Figure 1. Supply network.
Bar = 20 um. Pins as bars on the die edge.
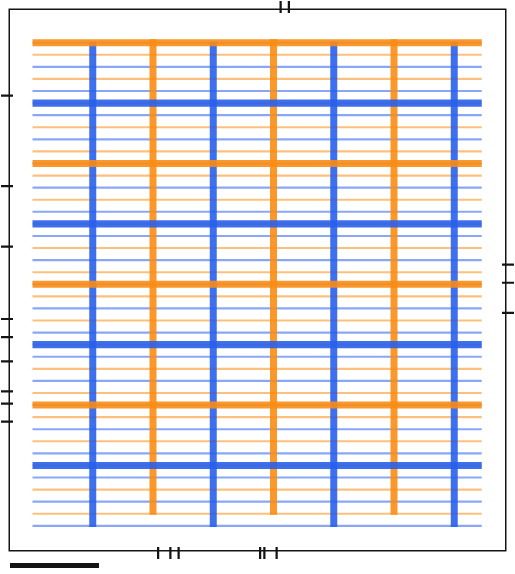
Figure 2. Cell classes on the final placement.
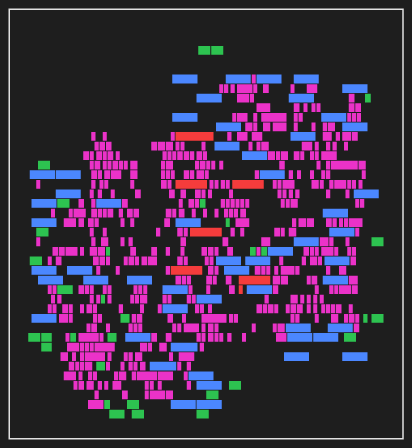
## src/rtl/keypad_bcd_pkg.sv

```systemverilog
// Shared encodings for the keypad-driven BCD counter: FSM states and keypad command codes.
package keypad_bcd_pkg;

    typedef enum logic [1:0] {
        HOLD  = 2'd0,
        UP    = 2'd1,
        DOWN  = 2'd2,
        ENTRY = 2'd3
    } state_t;

    localparam logic [3:0] KEY_UP    = 4'hA;
    localparam logic [3:0] KEY_DOWN  = 4'hB;
    localparam logic [3:0] KEY_HOLD  = 4'hC;
    localparam logic [3:0] KEY_CLR   = 4'hD;
    localparam logic [3:0] KEY_ENTRY = 4'hE;
    localparam logic [3:0] KEY_LOAD  = 4'hF;

endpackage

```

## src/rtl/bcd_updown_step.sv

```systemverilog
// Combinational +/-1 on a multi-digit BCD value with digit-wise ripple.
// wrap is set when the ripple leaves the top digit (all-9s -> 0 up, 0 -> all-9s down).
module bcd_updown_step #(
    parameter int DIGITS = 2
) (
    input  logic [4*DIGITS-1:0] value,
    input  logic                dir,        // 0 = count up, 1 = count down
    output logic [4*DIGITS-1:0] next_value,
    output logic                wrap
);

    logic       ripple;
    logic [3:0] digit;

    // NOTE: every variable gets a default at the top of always_comb so no path leaves it unassigned (no latch).
    always_comb begin
        next_value = value;
        ripple     = 1'b1;
        digit      = 4'd0;
        for (int i = 0; i < DIGITS; i++) begin
            digit = value[4*i +: 4];
            if (ripple) begin
                if (!dir) begin
                    if (digit == 4'd9) begin
                        next_value[4*i +: 4] = 4'd0;
                    end else begin
                        next_value[4*i +: 4] = digit + 4'd1;
                        ripple               = 1'b0;
                    end
                end else begin
                    if (digit == 4'd0) begin
                        next_value[4*i +: 4] = 4'd9;
                    end else begin
                        next_value[4*i +: 4] = digit - 4'd1;
                        ripple               = 1'b0;
                    end
                end
            end
        end
        wrap = ripple;
    end

endmodule

```

## src/rtl/keypad_bcd_counter.sv

```systemverilog
// Keypad-controlled DIGITS-wide BCD up/down counter with keypad preset entry.
// All outputs come straight from flops; the next-output values are decoded from the next state.
module keypad_bcd_counter
    import keypad_bcd_pkg::*;
#(
    parameter int DIGITS   = 2,
    parameter int TICK_DIV = 50_000_000
) (
    input  logic                clk_50M,
    input  logic                rst,
    input  logic                key_valid,
    input  logic [3:0]          key_code,
    output logic [4*DIGITS-1:0] bcd_out,
    output logic                carry,
    output logic                borrow,
    output logic [1:0]          mode,
    output logic                entry_active
);

    localparam int W  = 4 * DIGITS;
    localparam int PW = $clog2(TICK_DIV);
    localparam logic [PW-1:0] PRE_LAST = PW'(TICK_DIV - 1);

    state_t         state, state_next;
    logic [W-1:0]   count, count_next;
    logic [W-1:0]   entry_buf, entry_next;
    logic [W-1:0]   step_value;
    logic [W-1:0]   bcd_next;
    logic [PW-1:0]  prescaler;
    logic           tick, step_wrap;
    logic           carry_next, borrow_next, entry_active_next;

    assign tick = (prescaler == PRE_LAST);

    // Free-running: mode changes never realign the step phase.
    // NOTE: sequential state is written with <= so every flop samples pre-edge values regardless of statement order.
    always_ff @(posedge clk_50M) begin
        if (rst) begin
            prescaler <= '0;
        end else if (tick) begin
            prescaler <= '0;
        end else begin
            prescaler <= prescaler + 1'b1;
        end
    end

    bcd_updown_step #(.DIGITS(DIGITS)) u_step (
        .value      (count),
        .dir        (state == DOWN),
        .next_value (step_value),
        .wrap       (step_wrap)
    );

    // State and datapath registers.
    always_ff @(posedge clk_50M) begin
        if (rst) begin
            state        <= HOLD;
            count        <= '0;
            entry_buf    <= '0;
            bcd_out      <= '0;
            carry        <= 1'b0;
            borrow       <= 1'b0;
            entry_active <= 1'b0;
        end else begin
            state        <= state_next;
            count        <= count_next;
            entry_buf    <= entry_next;
            bcd_out      <= bcd_next;
            carry        <= carry_next;
            borrow       <= borrow_next;
            entry_active <= entry_active_next;
        end
    end

    // Next-state: a key press always wins over a coincident tick.
    always_comb begin
        state_next  = state;
        count_next  = count;
        entry_next  = entry_buf;
        carry_next  = 1'b0;
        borrow_next = 1'b0;
        if (key_valid) begin
            case (key_code)
                KEY_UP:    if (state != ENTRY) state_next = UP;
                KEY_DOWN:  if (state != ENTRY) state_next = DOWN;
                KEY_HOLD:  state_next = HOLD;
                KEY_CLR:   if (state != ENTRY) count_next = '0;
                KEY_ENTRY: begin
                    state_next = ENTRY;
                    entry_next = '0;
                end
                KEY_LOAD: begin
                    if (state == ENTRY) begin
                        count_next = entry_buf;
                        state_next = HOLD;
                    end
                end
                default: begin
                    // Decimal digit: shift in at the bottom, oldest digit falls off the top.
                    if (state == ENTRY) entry_next = (entry_buf << 4) | W'(key_code);
                end
            endcase
        end else if (tick && (state == UP || state == DOWN)) begin
            count_next  = step_value;
            carry_next  = (state == UP)   && step_wrap;
            borrow_next = (state == DOWN) && step_wrap;
        end
    end

    // Output decode from the next state so the outputs themselves are registered.
    always_comb begin
        entry_active_next = (state_next == ENTRY);
        bcd_next          = entry_active_next ? entry_next : count_next;
    end

    assign mode = state;

endmodule

```

## config.mk

```make
export PLATFORM = sky130hd
export DESIGN_NAME = keypad_bcd_counter
export DESIGN_NICKNAME = d
export VERILOG_FILES = /design/src/rtl/keypad_bcd_pkg.sv /design/src/rtl/bcd_updown_step.sv /design/src/rtl/keypad_bcd_counter.sv
export SDC_FILE = /design/constraint.sdc
export NUM_CORES = 1
export LEC_CHECK = 0
export ABC_AREA = 1
export CAP_MARGIN = 20
export CORE_ASPECT_RATIO = 1.1
export CORE_MARGIN = 5
export CORE_UTILIZATION = 30
export DETAILED_ROUTE_END_ITERATION = 8
export GPL_TIMING_DRIVEN = 0
export PLACE_DENSITY_LB_ADDON = 0.2
export SETUP_SLACK_MARGIN = 0.5
export SYNTH_ARGS = -nofsm -noshare
export SYNTH_HDL_FRONTEND = slang
export SYNTH_SLANG_ARGS = --single-unit
```

## constraint.sdc

```tcl
create_clock -name clk_50M -period 2.7 [get_ports clk_50M]
set_input_delay 0.675 -clock clk_50M [delete_from_list [all_inputs] [get_ports clk_50M]]
set_output_delay 0.675 -clock clk_50M [all_outputs]
set_load 0.005 [all_outputs]
```

==> impl_metrics.csv <==
group,metric,value,unit
clock_network,htree_levels,2,
clock_network,cts_root_buf,"clkbuf_16",
placement,io_buffer_count,19,
synthesis,numSynthFlops,55,
global_route,grt_pass1_vias,3038,
drt,routed_wl,8.526,mm
run,drv_cap,0,
sta,setup_violations,0,
synthesis,yosys.area_share.aoi,10.50,%
floorplan,dieArea,13550,um2
setup_path,cp-end-kind,"register",
synthesis,syn_inst,533,
power_and_ir_drop,power_density,425.4,nW/um2
clock_network,clkLatencyLatePin,0.29,ns
run,warnings,32,
sta,tightest_slew,0.5711,ns
synthesis,synth_cell_types,45,
synthesis,synth-adder-area-share,2.210,%
drt,antenna_left,0,
global_route,grt_pass1_wl,14.29,mm
drt,wl_per_cell,12.03,um
synthesis,synth_seq_share,32.41,%
synthesis,synthesis.nets,546,
sta,skew,0.008234,ns
worst_hold_path,holdPathStages,1,
setup_path,cp.required,2.85,ns
global_route,grt_usage,12.70,%
drt,drtPass1Iterations,4,
floorplan,io_pins,20,
setup_path,arrival,2.28,ns
synthesis,ys_sh_simple,43.39,%
sta,period_used_share,79.10,%
setup_path,setup.worst_path.class,"in2reg",
synthesis,synth_area,3397,um2
synthesis,ys_top_logic_family,"simple AND/OR/NAND/NOR gates",
clock_network,cts.path.max_buffers,2,
finish,diodes,0,
power_and_ir_drop,p_total,1.700,mW
sta,rsz0062_at_grt,"true",
sta,drv_slew,0,
clock_network,clock_sinks,55,
setup_path,r2r_cells,12,
synthesis,syn_area_per_cell,6.373,um2
synthesis,xor_area_share,1.547,%
global_route,grt_overflow_total,0,
placement,place_area,3771,um2
worst_hold_path,hp-class,"reg2reg",
global_route,antenna_found_initial,0,
synthesis,ys_area,3397,um2
worst_hold_path,worstHoldEndpoint,"prescaler[0]",
drt,vias,3282,
finish,layout_top_cell,"nand2_1",
finish,nFillCells,1222,
global_route,grt_max_degree,16,
drt,drcViolationCount,0,
synthesis,synth-cells-yosys,533,
synthesis,muxShareOfSynthArea,0,%
floorplan,fp_util,30.85,%
clock_network,cts_made_buffers,5,
setup_path,regToRegEndpoint,"bcd_out[3]",
outcome,outcome,"complete, no violations",
placement,dp_hpwl,6.791,mm
finish,drive_gt1_share,12.63,%
drt,first_iter_violations,165,
placement,placed_cells,699,
finish,final_cell_mix,"nand2_1 (145), nor2_1 (76), inv_1 (62)",
setup_path,worstSetupStartpointType,"input port",
setup_path,rrSetupSlack,0.71,ns
synthesis,yosysWarnings,0,
finish,area_growth,17.64,%
setup_path,critPathMaxFanout,10,
power_and_ir_drop,leakage,1.752,nW
sta,relSlewSlack,61.93,%
sta,period_minus_slack,2.136,ns
## Picture notes: Figure 1
VSS -> blue
VDD -> orange
met1 rails = 41
met4 straps = 7
met5 straps = 8
rows = 40
signal pins = 20
core area: 11010 um2
Worst IR Drop VDD: 0.2790 mV
Die Height: 121.6 um
Chip Width: 111.5 um

## Picture notes: Figure 2
flops -> blue  # cells 55, share of their area 29%
clock drivers and dummy loads -> red  # cells 7, share of their area 4.2%
all other logic -> magenta  # cells 468, share of their area 60%
other buffers and delay cells -> green  # cells 32, share of their area 6.8%
Seq area share: 27.61%
row cnt: 40
Finished Cell Area: 3996 um2
fin util: 36.30%

routing by layer:
metal | up-vias | GRT usage, % | routed length [um]
li1 | 1738 | - | -
met1 | 1496 | 15.17 | 3940
met2 | 39 | 23.57 | 4278
met3 | 9 | 2.335 | 183
met4 | 0 | 3.042 | 124
met5 | - | 0 | 0
Yosys cell counts, drive strengths merged:
| cell | number | area [um2] |
|---|---|---|
| a21oi | 29 | 167.7 |
| a22oi | 1 | 7.510 |
| a31oi | 2 | 12.51 |
| and2 | 1 | 6.260 |
| and3 | 1 | 6.260 |
| buf | 6 | 30.03 |
| clkbuf | 4 | 15.01 |
| clkinv | 4 | 16.26 |
| dfxtp | 55 | 1101 |
| ha | 6 | 75.07 |
| inv | 73 | 276.5 |
| nand2 | 155 | 611.8 |
| nand3 | 43 | 245.2 |
| nand3b | 3 | 22.52 |
| nand4 | 7 | 58.81 |
| nor2 | 88 | 389.1 |
| nor3 | 11 | 76.33 |
| nor3b | 1 | 7.510 |
| nor4 | 4 | 31.28 |
| o21a | 1 | 7.510 |
| o21ai | 22 | 110.1 |
| o21bai | 1 | 7.510 |
| o221a | 1 | 11.26 |
| o22ai | 4 | 25.02 |
| o31ai | 1 | 7.510 |
| or2 | 3 | 18.77 |
| xnor2 | 1 | 8.760 |
| xor2 | 5 | 43.79 |
registers in the layout, summed over array words and instances (netlist names):
name          count
entry_active      1
mode              2
count             8
entry_buf         8
prescaler        26
borrow            1
bcd_out           8
carry             1
report_power, final:
part           switching [mW]  internal, mW
combinational          0.0977        0.0517
sequential            0.00973         0.822
clock                   0.286         0.434
total                   0.393          1.31
cell type report:
cell class              count  area [um2]  share of cell area (%)
clock inverters             1       30.03                  0.7514
repair buffers             22       215.2                   5.385
clock buffers               6       128.9                   3.225
inverters                  77       292.8                   7.326
plain buffers              10       45.04                   1.127
well taps                 147       183.9                   4.602
multi-input cells         391        1997                   49.97
flip-flops and latches     55        1104                   27.61
critical path, stage by stage:
cell and delay (ns):
clkdlybuf4s50_1 0.55, clkbuf_1 0.48, clkbuf_1 0.48, a21oi_1 0.10
repair_timing:
item | in CTS | in global routing
setup buffers | 1 | 2
pin swaps | 2 | 2
endpoints found under the setup margin | 8 | 13
hold buffers | 0 | 0
resized | 4 | 10
how the worst max path moves through the flow:
stage | cells past startpoint | endpoint | slack (ns)
after floorplan | 15 | bcd_out[4] | 0.92
after global placement | 14 | bcd_out[3] | -0.04
after detailed placement | 14 | bcd_out[3] | 0.01
after CTS | 13 | bcd_out[3] | 0.48
after global routing | 12 | bcd_out[3] | 0.49
final | 4 | count[2] | 0.56
cell families (layout without fill, tap and decap cells):
logic type | after synthesis | count (layout)
DFF | 55 | 55
and+or+nand+nor | 317 | 317
buffers and inverters | 87 | 116
adders and majority gates | 6 | 6
AOI/OAI and AO/OA | 62 | 62
xor gates and xnor gates | 6 | 6
stage by stage:
stage	hold slack (ns)	TNS, ns	setup slack [ns]
floorplan	0.4286	0	0.9248
global placement	0.4411	-0.05446	-0.03854
detailed placement	0.4620	0	0.01272
CTS	0.4766	0	0.4807
global route	0.5033	0	0.4872
finish	0.4672	0	0.5643
Power figures rest on the tool's default switching activity, not on a simulated workload.
